**config.mk**
```make
export PLATFORM = sky130hd
export DESIGN_NAME = packed_array_serializer_flat
export DESIGN_NICKNAME = d
export VERILOG_FILES = /design/src/rtl/packed_array_serializer_if.sv /design/src/rtl/packed_array_serializer.sv /design/src/flat_wrapper.sv
export SDC_FILE = /design/constraint.sdc
export NUM_CORES = 1
export LEC_CHECK = 0
export CAP_MARGIN = 5
export CORE_MARGIN = 2
export CORE_UTILIZATION = 47
export DETAILED_ROUTE_END_ITERATION = 16
export PLACE_DENSITY = 0.81
export SYNTH_ARGS = -nofsm -noshare
export SYNTH_HDL_FRONTEND = slang
export SYNTH_SLANG_ARGS = --single-unit
```
**constraint.sdc**
```tcl
create_clock -name clk -period 4.3 [get_ports clk]
set_clock_uncertainty 0.1 [all_clocks]
set_input_delay 0.86 -clock clk [delete_from_list [all_inputs] [get_ports clk]]
set_output_delay 0.86 -clock clk [all_outputs]
set_load 0.05 [all_outputs]
```
**src/rtl/packed_array_serializer_if.sv**
```systemverilog
// ---------------------------------------------------------------------------
// packed_array_serializer_if
//
// Bundles the two streams of the packed-array serializer:
//   - wide input stream : in_data / in_valid / in_ready
//   - narrow output stream: out_data / out_index / out_last / out_valid / out_ready
//
// Modports:
//   slave  - the serializer itself (consumes the wide word, produces elements)
//   master - the environment around it (produces words, consumes elements)
//
// Parameters must match those given to the serializer instance.
// ---------------------------------------------------------------------------
interface packed_array_serializer_if #(
  parameter int unsigned ELEM_W   = 2,
  parameter int unsigned NUM_ELEM = 4
);

  localparam int unsigned IDX_W = (NUM_ELEM > 1) ? $clog2(NUM_ELEM) : 1;

  logic [NUM_ELEM*ELEM_W-1:0] in_data;
  logic                       in_valid;
  logic                       in_ready;
  logic [ELEM_W-1:0]          out_data;
  logic                       out_valid;
  logic                       out_ready;
  logic [IDX_W-1:0]           out_index;
  logic                       out_last;

  modport slave (
    input  in_data,
    input  in_valid,
    output in_ready,
    output out_data,
    output out_valid,
    input  out_ready,
    output out_index,
    output out_last
  );

  modport master (
    output in_data,
    output in_valid,
    input  in_ready,
    input  out_data,
    input  out_valid,
    output out_ready,
    input  out_index,
    input  out_last
  );

endinterface

```
**src/rtl/packed_array_serializer.sv**
```systemverilog
// ---------------------------------------------------------------------------
// packed_array_serializer
//
// Accepts one packed array word of NUM_ELEM elements (ELEM_W bits each)
// through a valid/ready handshake and emits its elements one per cycle on a
// narrow valid/ready stream, together with the element index and a last flag.
// A new word may be accepted on the same cycle the last element of the
// current one is consumed, so a continuous supply streams without bubbles.
//
// Ports:
//   clk            - clock, all state changes on the rising edge
//   rst            - synchronous, active-high reset
//   bus.in_data    - packed word; element k at bits [k*ELEM_W +: ELEM_W]
//   bus.in_valid   - in_data is valid
//   bus.in_ready   - word accepted this cycle (combinational on out_ready/rst)
//   bus.out_data   - current element
//   bus.out_valid  - out_data/out_index/out_last are valid
//   bus.out_ready  - downstream takes the current element
//   bus.out_index  - array index of the current element
//   bus.out_last   - current element is the final one of the word
//
// Parameters:
//   ELEM_W    - element width in bits (>= 1)
//   NUM_ELEM  - elements per word (>= 1)
//   MSB_FIRST - 1: element NUM_ELEM-1 first, 0: element 0 first
// ---------------------------------------------------------------------------
module packed_array_serializer #(
  parameter int unsigned ELEM_W    = 2,
  parameter int unsigned NUM_ELEM  = 4,
  parameter bit          MSB_FIRST = 1'b1
) (
  input logic                      clk,
  input logic                      rst,
  packed_array_serializer_if.slave bus
);

  localparam int unsigned IDX_W = (NUM_ELEM > 1) ? $clog2(NUM_ELEM) : 1;

  // Index of the first and of the final element emitted for a word.
  localparam logic [IDX_W-1:0] FirstIdx = MSB_FIRST ? IDX_W'(NUM_ELEM - 1) : '0;
  localparam logic [IDX_W-1:0] LastIdx  = MSB_FIRST ? '0 : IDX_W'(NUM_ELEM - 1);

  typedef enum logic [0:0] {
    StIdle,
    StSend
  } state_e;

  state_e                          state_q, state_d;
  logic [NUM_ELEM-1:0][ELEM_W-1:0] shadow_q, shadow_d;
  logic [IDX_W-1:0]                cnt_q, cnt_d;

  logic send_st;
  logic is_last;
  logic in_fire;
  logic out_fire;

  // -------------------------------------------------------------------------
  // State register
  // -------------------------------------------------------------------------
  always_ff @(posedge clk) begin
    if (rst) begin
      state_q <= StIdle;
    end else begin
      state_q <= state_d;
    end
  end

  // -------------------------------------------------------------------------
  // Next-state logic
  // -------------------------------------------------------------------------
  always_comb begin
    state_d = state_q;
    unique case (state_q)
      StIdle: begin
        if (in_fire) begin
          state_d = StSend;
        end
      end
      StSend: begin
        // A word accepted alongside the last element keeps us in StSend.
        if (out_fire && is_last && !in_fire) begin
          state_d = StIdle;
        end
      end
      default: state_d = StIdle;
    endcase
  end

  // -------------------------------------------------------------------------
  // Output decode and handshake qualifiers
  // -------------------------------------------------------------------------
  always_comb begin
    send_st       = (state_q == StSend);
    is_last       = send_st && (cnt_q == LastIdx);
    bus.out_valid = send_st;
    // Decode is gated by StSend so an idle block presents all-zero outputs,
    // whatever value the counter was left at.
    bus.out_data  = send_st ? shadow_q[cnt_q] : '0;
    bus.out_index = send_st ? cnt_q : '0;
    bus.out_last  = is_last;
    out_fire      = send_st && bus.out_ready;
    bus.in_ready  = !rst && (!send_st || (out_fire && is_last));
    in_fire       = bus.in_valid && bus.in_ready;
  end

  // -------------------------------------------------------------------------
  // Shadow word and element counter
  // -------------------------------------------------------------------------
  always_comb begin
    shadow_d = shadow_q;
    cnt_d    = cnt_q;
    if (in_fire) begin
      shadow_d = bus.in_data;
      cnt_d    = FirstIdx;
    end else if (out_fire && !is_last) begin
      // The last element never advances, so the counter cannot wrap.
      cnt_d = MSB_FIRST ? (cnt_q - 1'b1) : (cnt_q + 1'b1);
    end
  end

  always_ff @(posedge clk) begin
    if (rst) begin
      shadow_q <= '0;
      cnt_q    <= '0;
    end else begin
      shadow_q <= shadow_d;
      cnt_q    <= cnt_d;
    end
  end

  // -------------------------------------------------------------------------
  // Invariants
  // -------------------------------------------------------------------------
  // A stalled element must not change under the consumer.
  stall_stable_a : assert property (@(posedge clk)
    !rst && bus.out_valid && !bus.out_ready |=>
      $stable(bus.out_data) && $stable(bus.out_index) && $stable(bus.out_last));

  cnt_in_range_a : assert property (@(posedge clk) 32'(cnt_q) < NUM_ELEM);

  no_accept_mid_word_a : assert property (@(posedge clk)
    bus.out_valid && !bus.out_last |-> !bus.in_ready);

endmodule

```
**src/flat_wrapper.sv**
```systemverilog
// flat-port wrapper written by rule: the top's interface ports become plain ports
module packed_array_serializer_flat 
#(
  parameter int unsigned ELEM_W    = 2,
  parameter int unsigned NUM_ELEM  = 4,
  parameter bit          MSB_FIRST = 1'b1
)
  (clk, rst, bus_in_data, bus_in_valid, bus_in_ready, bus_out_data, bus_out_valid, bus_out_ready, bus_out_index, bus_out_last);
  packed_array_serializer_if #(.ELEM_W(ELEM_W), .NUM_ELEM(NUM_ELEM)) bus_i ();
  input logic clk;
  input logic rst;
  input wire logic [$bits(bus_i.in_data)-1:0] bus_in_data;
  input wire logic [$bits(bus_i.in_valid)-1:0] bus_in_valid;
  output wire logic [$bits(bus_i.in_ready)-1:0] bus_in_ready;
  output wire logic [$bits(bus_i.out_data)-1:0] bus_out_data;
  output wire logic [$bits(bus_i.out_valid)-1:0] bus_out_valid;
  input wire logic [$bits(bus_i.out_ready)-1:0] bus_out_ready;
  output wire logic [$bits(bus_i.out_index)-1:0] bus_out_index;
  output wire logic [$bits(bus_i.out_last)-1:0] bus_out_last;
  assign bus_i.in_data = bus_in_data;
  assign bus_i.in_valid = bus_in_valid;
  assign bus_in_ready = bus_i.in_ready;
  assign bus_out_data = bus_i.out_data;
  assign bus_out_valid = bus_i.out_valid;
  assign bus_i.out_ready = bus_out_ready;
  assign bus_out_index = bus_i.out_index;
  assign bus_out_last = bus_i.out_last;
  packed_array_serializer #(.ELEM_W(ELEM_W), .NUM_ELEM(NUM_ELEM), .MSB_FIRST(MSB_FIRST)) u_core (.clk(clk), .rst(rst), .bus(bus_i));
endmodule
```
### Clock wires, drivers and flops, run 1

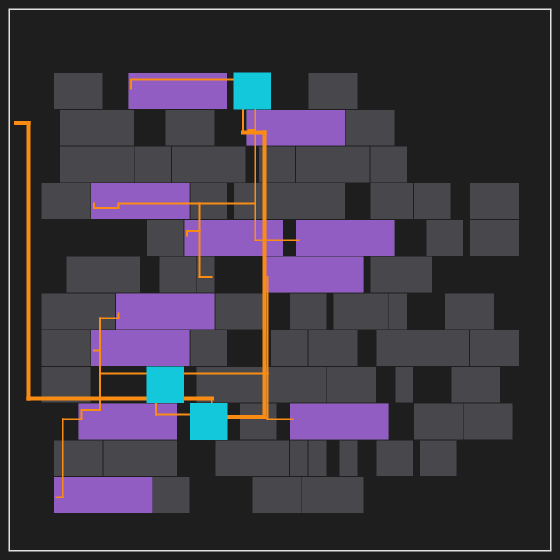
clock-net drivers -> cyan  # count 3
clock wires -> orange  # length 162 um
flip-flops -> purple  # count 11
routed clock nets = 4
clock group share of total power: 0.262
clk latency late pin: 0.27 ns
Power Clock: 0.0711 mW

### Track usage over the die, run 1

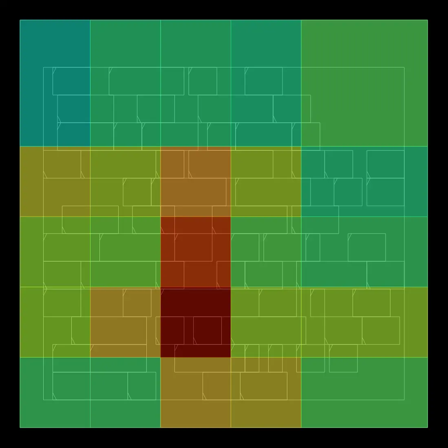
post-DR wirelength/cell: 13.2 um
GRT Overall Usage: 0.194

### M1 wires, run 1

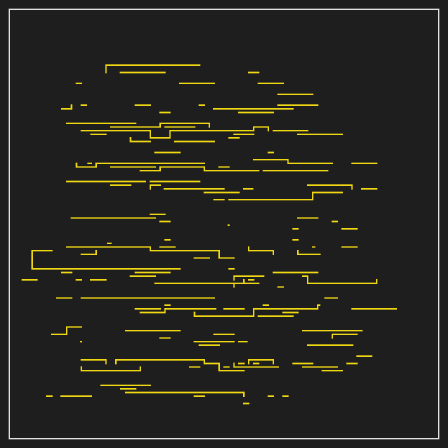
share of all routed wire = 39%
nets with wire on the layer = 70
main direction = horizontal
met1 Track Usage GR: 0.194
routed via count: 412
drt total wl: 1100 um

==> flow_summary_export.csv, run 1 <==
group,metric,value,unit
placement,dp.cells,79,
final_layout,layout_top_cell,"clkdlybuf4s50_1",
floorplan,dieArea,1600,um2
synth,synthTopCellsByArea,"dfxtp_1 (36%), mux2_4 (20%), and2b_1 (9.9%), and2_2 (6.2%), mux4_1 (4.3%)",
setup_path,critPathLaunchType,"primary input",
outcome,status,"finished clean",
setup_path,crit_path_end_kind,"primary output",
floorplan,rows,12,
setup_path,critPathRequiredTime,3.34,ns
drt,drtIter0Drc,14,
clocking,cts_resized,0,
final_layout,nNetsFinal,83,
drt,dr.pass1.iters,2,
synth,ys_cells,49,
grt,antenna_found_initial,0,
setup_path,r2r_setup_slack,2.22,ns
setup_path,path_class,"in2out",
synth,synth_warnings,0,
synth,syn_avg_cell_area,12.4,um2
final_timing,setup_slack,0.879,ns
clocking,htreeDepth,1,
synth,ys_seq_frac,0.361,
final_timing,finalHoldViolCount,0,
synth,flop_cell,"dfxtp_1",
min_path,worstHoldEndpoint,"u_core.shadow_q[1]$_SDFFE_PP0P_",
final_layout,drive_above_1_share,0.304,
final_timing,setup_viol,0,
final_layout,diodes,0,
setup_path,critPathArrivalTime,2.46,ns
placement,place_ws,0.866,ns
final_layout,fin_area,818,um2
floorplan,num_io_pins,19,
clocking,cts.sink_count,11,
synth,syn_nets,62,
setup_path,reg2reg_depth,5,
power_and_ir_drop,worst_ir_drop_vdd,0.277,mV
floorplan,die_y,40.0,um
drt,ant_nets,0,
flow_run,cap_violations,0,
clocking,clkTransAtPathRegs,0.07,ns
grt,overflow,0,
floorplan,coreArea,1160,um2
floorplan,fp_util,0.527,
min_path,hold_start,"u_core.shadow_q[1]$_SDFFE_PP0P_",
clocking,cts.path.max_buffers,2,
power_and_ir_drop,total_power,0.271,mW
grt,grt_max_degree,14,
final_timing,tns,0,ns
final_layout,final_cells,83,
final_timing,worst_slew_pin_slew,0.928,ns
drt,vias_per_cell,4.96,
synth,synthArstFlopShare,0,
placement,gp_congestion,0.691,
power_and_ir_drop,power.density,331,nW/um2
final_timing,period_minus_slack,3.42,ns
synth,edf_count,0,
min_path,hold_path_depth,2,
setup_path,timing.rr.end,"u_core.shadow_q[7]$_SDFFE_PP0P_",
clocking,cts_buffers,3,
final_timing,grt_setup_unrepaired,"false",
synth,ys_area,609,um2
synth,numSynthFlops,11,
final_timing,timing.hold.ws,0.494,ns
synth,yosysTopAreaCellShare,0.361,
synth,synth.distinct_cells,17,
grt,grt_pass1_wl,1850,um
final_timing,slew_headroom,0.379,
floorplan,die_w,40.0,um
flow_run,tool_warnings,26,
setup_path,cp_max_fo,13,
final_layout,most-common-layout-cells,"clkdlybuf4s50_1 (18), dfxtp_1 (11), and2b_1 (8), mux2_4 (8), and2_2 (5)",
final_timing,min_period_over_period,0.796,
placement,dp_hpwl,822,um
synth,synth_area_leader_cell,"dfxtp_1",
clocking,postCtsSetupRepairBufs,0,
final_timing,finalMaxSlewViolations,0,
final_layout,area_growth,34.3,%
clocking,cts_tree,"yes",
[run 1: cells in the mapped netlist (all sizes together) (2+ instances only)]
master and n:
dfxtp 11, inv 2, and2b 8, and2 5, o21bai 2, mux4 2, mux2 9, nor2 3
[run 1: layer usage]
| metal | track usage | routed length [um] |
|---|---|---|
| met2 | 0.335 | 577 |
| met5 | 0 | 0 |
| met1 | 0.194 | 429 |
| met4 | 0.155 | 41 |
| met3 | 0.0500 | 49 |
[run 1: logic make-up after synthesis]
family | after synthesis | synth area share
fa+ha+maj | 1 | 0.0205
compound gates | 3 | 0.0554
flops | 11 | 0.361
mux | 11 | 0.296
buf+inv | 4 | 0.0370
simple gates | 18 | 0.216
xor+xnor | 1 | 0.0144
[run 1: area by class of cell]
type                            instances  area [um2]
Clock buffer                            4        26.3
Timing Repair Buffer                   18         180
Tap cell                               14        17.5
Inverter                                2        7.51
Fill cell                              85         338
Multi-Input combinational cell         34         367
Sequential cell                        11         220
[run 1: registers in the layout, indices dropped and copies added, names as in the netlist]
signal,flops
u_core.shadow_q,8
u_core.cnt_q,2
u_core.bus.out_valid,1
[run 1: worst max-delay path, stage by stage]
cell	delay, ns
clkdlybuf4s50_1	0.60
nor2_1	0.18
clkdlybuf4s50_1	0.82
[run 1: how the worst max path moves through the flow]
stage | from | to | slack [ns]
5_1_grt | rst | bus_in_ready | 0.77
3_5_place_dp | rst | bus_in_ready | 0.87
2_1_floorplan | rst | bus_in_ready | 1.65
4_1_cts | rst | bus_in_ready | 0.86
6_report | rst | bus_in_ready | 0.88
3_3_place_gp | rst | bus_in_ready | 0.91
[run 1: power breakdown]
group	switching [mW]	internal, mW
registers	0.00780	0.112
clock network	0.0352	0.0360
logic	0.0361	0.0445
total	0.0790	0.192
### I/O nets highlighted, run 1

Bar = 10 um.
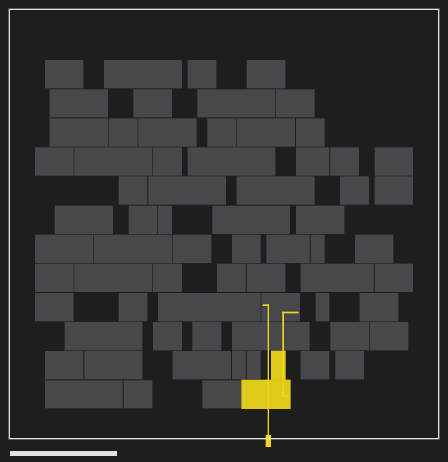

==> inputs of run 2 (changes only) <==
--- a/config.mk
+++ b/config.mk
@@ -7,9 +7,9 @@
 export LEC_CHECK = 0
 export CAP_MARGIN = 5
 export CORE_MARGIN = 2
-export CORE_UTILIZATION = 47
+export CORE_UTILIZATION = 39
 export DETAILED_ROUTE_END_ITERATION = 16
-export PLACE_DENSITY = 0.81
+export PLACE_DENSITY = 0.72
 export SYNTH_ARGS = -nofsm -noshare
 export SYNTH_HDL_FRONTEND = slang
 export SYNTH_SLANG_ARGS = --single-unit
==> constraint.sdc (replaced) <==
create_clock -name clk -period 2.9 [get_ports clk]
set_clock_uncertainty 0.1 [all_clocks]
set_input_delay 0.58 -clock clk [delete_from_list [all_inputs] [get_ports clk]]
set_output_delay 0.58 -clock clk [all_outputs]
set_load 0.05 [all_outputs]
### I/O nets highlighted, run 2

Bar = 10 um.
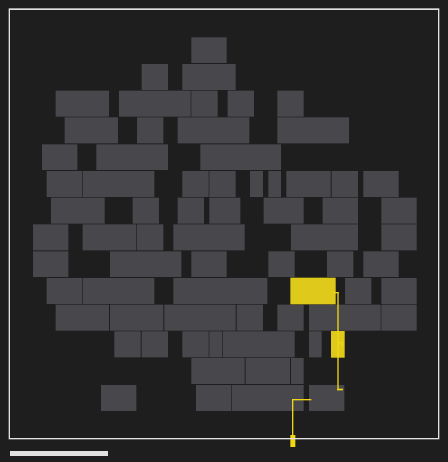
`bus_in_valid` -> yellow  # direction input, end cells 2, buffers 1, wire 17.0 um
IO Pins: 19
Port Buffer Count: 18

==> run 2 against run 1 <==
  * Routed wire length shrank 17%
  * Via count shrank 3.9%
  * Area after synthesis is the same
  * Total power grew 47%
  * Register-to-register slack lost 1.1 ns
  * First-iteration DRC count shrank 86%
  * Die area grew 18%
  * Sequential share of layout area shrank 0.72 points
  * Global-route usage shrank 7.9 points
  * Critical path depth is the same
  * Clock power grew about 40%
  * Critical path type is now reg2out
==> flow_summary_export.csv, run 2 <==
group,metric,value,unit
outcome,status,"finished clean",
synth,numSynthFlops,11,
drt,dr.pass1.iters,2,
clocking,clockRootBuffer,"clkbuf_4",
synth,ys_area,609,um2
clocking,cts.path.max_buffers,2,
clocking,cts_hold_buf,0,
synth,syn_area,609,um2
final_layout,largest_register,"u_core.shadow_q",
grt,grt_max_degree,14,
final_timing,tns,0,ns
synth,flop_cell,"dfxtp_1",
final_layout,drive_above_1_share,0.329,
synth,synth_area_leader_cell,"dfxtp_1",
flow_run,tool_warnings,26,
drt,wl_per_cell,10.6,um
synth,synthTopCellsByArea,"dfxtp_1 (36%), mux2_4 (20%), and2b_1 (9.9%), and2_2 (6.2%), mux4_1 (4.3%)",
synth,yosysTopAreaCellShare,0.361,
min_path,hold_path.class,"reg2reg",
grt,grt_pass1_wl,1640,um
final_layout,area_growth,38.0,%
drt,drtIter0Drc,2,
setup_path,path_class,"reg2out",
floorplan,rows,14,
final_timing,period_minus_slack,2.77,ns
synth,common_cells,"dfxtp_1 (11), and2b_1 (8), mux2_4 (8)",
power_and_ir_drop,worst_ir_drop_vdd,0.264,mV
clocking,cts.sink_count,11,
final_layout,largest_reg_flops,8,
floorplan,dieArea,1890,um2
clocking,clk_latency,0.26,ns
setup_path,critPathRequiredTime,2.22,ns
final_timing,finalMaxSlewViolations,0,
synth,syn_avg_cell_area,12.4,um2
power_and_ir_drop,power.density,474,nW/um2
final_layout,diodes,0,
placement,place_ws,0.349,ns
setup_path,critPathLaunchType,"flip-flop",
placement,gp_congestion,0.657,
final_timing,grt_setup_unrepaired,"false",
grt,grt.total_usage,0.115,
final_timing,min_period_over_period,0.957,
final_timing,max_freq,360,MHz
synth,ys_seq_frac,0.361,
floorplan,fp_util,0.409,
synth,ys_cells,49,
clocking,clkTransAtPathRegs,0.07,ns
final_timing,slew_headroom,0.668,
grt,grt_pass1_vias,383,
flow_run,cap_violations,0,
clocking,cts_tree,"yes",
synth,yosysMostFrequentCell,"dfxtp_1",
clocking,cts_buffers,3,
floorplan,coreArea,1490,um2
drt,vias_per_cell,4.60,
min_path,hold_path_depth,2,
final_timing,worst_slew_pin_slew,0.498,ns
clocking,htreeDepth,1,
grt,overflow,0,
synth,syn_nets,62,
synth,synthCells,49,
final_layout,layout_top_cell,"clkdlybuf4s50_1",
power_and_ir_drop,p_leak,0.390,nW
final_timing,setup_slack,0.126,ns
setup_path,cp_max_fo,5,
grt,antenna_found_initial,0,
synth,synth.distinct_cells,17,
final_layout,most-common-layout-cells,"clkdlybuf4s50_1 (16), dfxtp_1 (11), and2b_1 (8), mux2_4 (8), and2_2 (5)",
drt,remaining_drc_errors,0,
final_layout,nNetsFinal,84,
setup_path,crit_path_end_kind,"primary output",
floorplan,die_w,43.5,um
final_timing,finalHoldViolCount,0,
synth,edf_count,0,
floorplan,die_y,43.5,um
setup_path,reg2reg_depth,6,
setup_path,critPathArrivalTime,2.09,ns
final_timing,setup_viol,0,
drt,ant_nets,0,
power_and_ir_drop,total_power,0.398,mW
synth,synthArstFlopShare,0,
synth,synth_warnings,0,
### M1 wires, run 2

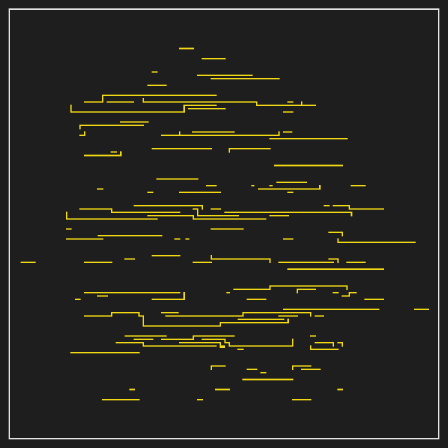
wire length on this layer = 449 um
nets with wire on the layer = 68
met1 Track Usage GR: 0.152
routed via count: 396
drt total wl: 910 um

==> run 2: path summary, 6_finish.rpt <==
kind / start / endpoint / slack, ns
worst max register to register: u_core.cnt_q[0]$_SDFFE_PP0P_ / u_core.shadow_q[2]$_SDFFE_PP0P_ / 1.17
worst min-delay path: u_core.shadow_q[3]$_SDFFE_PP0P_ / u_core.shadow_q[3]$_SDFFE_PP0P_ / 0.49
worst min register to register: u_core.shadow_q[3]$_SDFFE_PP0P_ / u_core.shadow_q[3]$_SDFFE_PP0P_ / 0.49
worst max-delay path: u_core.cnt_q[0]$_SDFFE_PP0P_ / bus_out_data[0] / 0.13
==> run 2: critical path, cell delays in order, from the launching register on <==
cell and delay (ns):
dfxtp_1 0.43, mux4_2 0.52, and2_2 0.20, clkdlybuf4s50_1 0.69
==> run 2: cell families after synthesis <==
kind of cell,after synthesis,share of synthesized area
AND/OR/NAND/NOR,18,0.216
multiplexers,11,0.296
flip-flops,11,0.361
buffers and inverters,4,0.0370
AND-OR/OR-AND,3,0.0554
XOR/XNOR,1,0.0144
adder cells (fa/ha/maj),1,0.0205
==> run 2: cell type report <==
class                      instances  area [um2]
sequential                        11         220
clock buffer                       4        26.3
multi-input combinational         34         367
inverter                           2        7.51
tap                               16        20.0
timing repair buffer              19         200
fill                             131         648
==> run 2: where the power goes <==
part | internal (mW) | switching [mW] | leakage [nW]
Sequential | 0.166 | 0.0113 | 0.0912
Clock | 0.0530 | 0.0465 | 0.0150
Combinational | 0.0691 | 0.0528 | 0.284
Total | 0.288 | 0.111 | 0.390
==> run 2: per-stage QoR <==
| step | hold WS [ns] | util | instances | cell area (um2) |
|---|---|---|---|---|
| after floorplan | 0.452 | - | 49 | 609 |
| after global placement | 0.472 | 0.545 | 82 | 812 |
| after detailed placement | 0.474 | 0.545 | 82 | 812 |
| after CTS | 0.494 | 0.563 | 86 | 838 |
| after global routing | 0.522 | 0.565 | 86 | 841 |
| final | 0.488 | 0.565 | 86 | 841 |
==> run 2: repair_timing <==
action / CTS / global route
setup buffers: 0 / 0
resized: 0 / 1
setup endpoints to repair: 0 / 1
==> run 2: layer usage <==
metal | vias to the layer above | GRT usage | share of wire
met4 | 0 | 0.0182 | 0
li1 | 208 | - | -
met1 | 176 | 0.152 | 0.49
met5 | - | 0 | 0
met3 | 0 | 0.0500 | 0.051
met2 | 12 | 0.179 | 0.46
Power figures rest on the tool's default switching activity, not on a simulated workload.
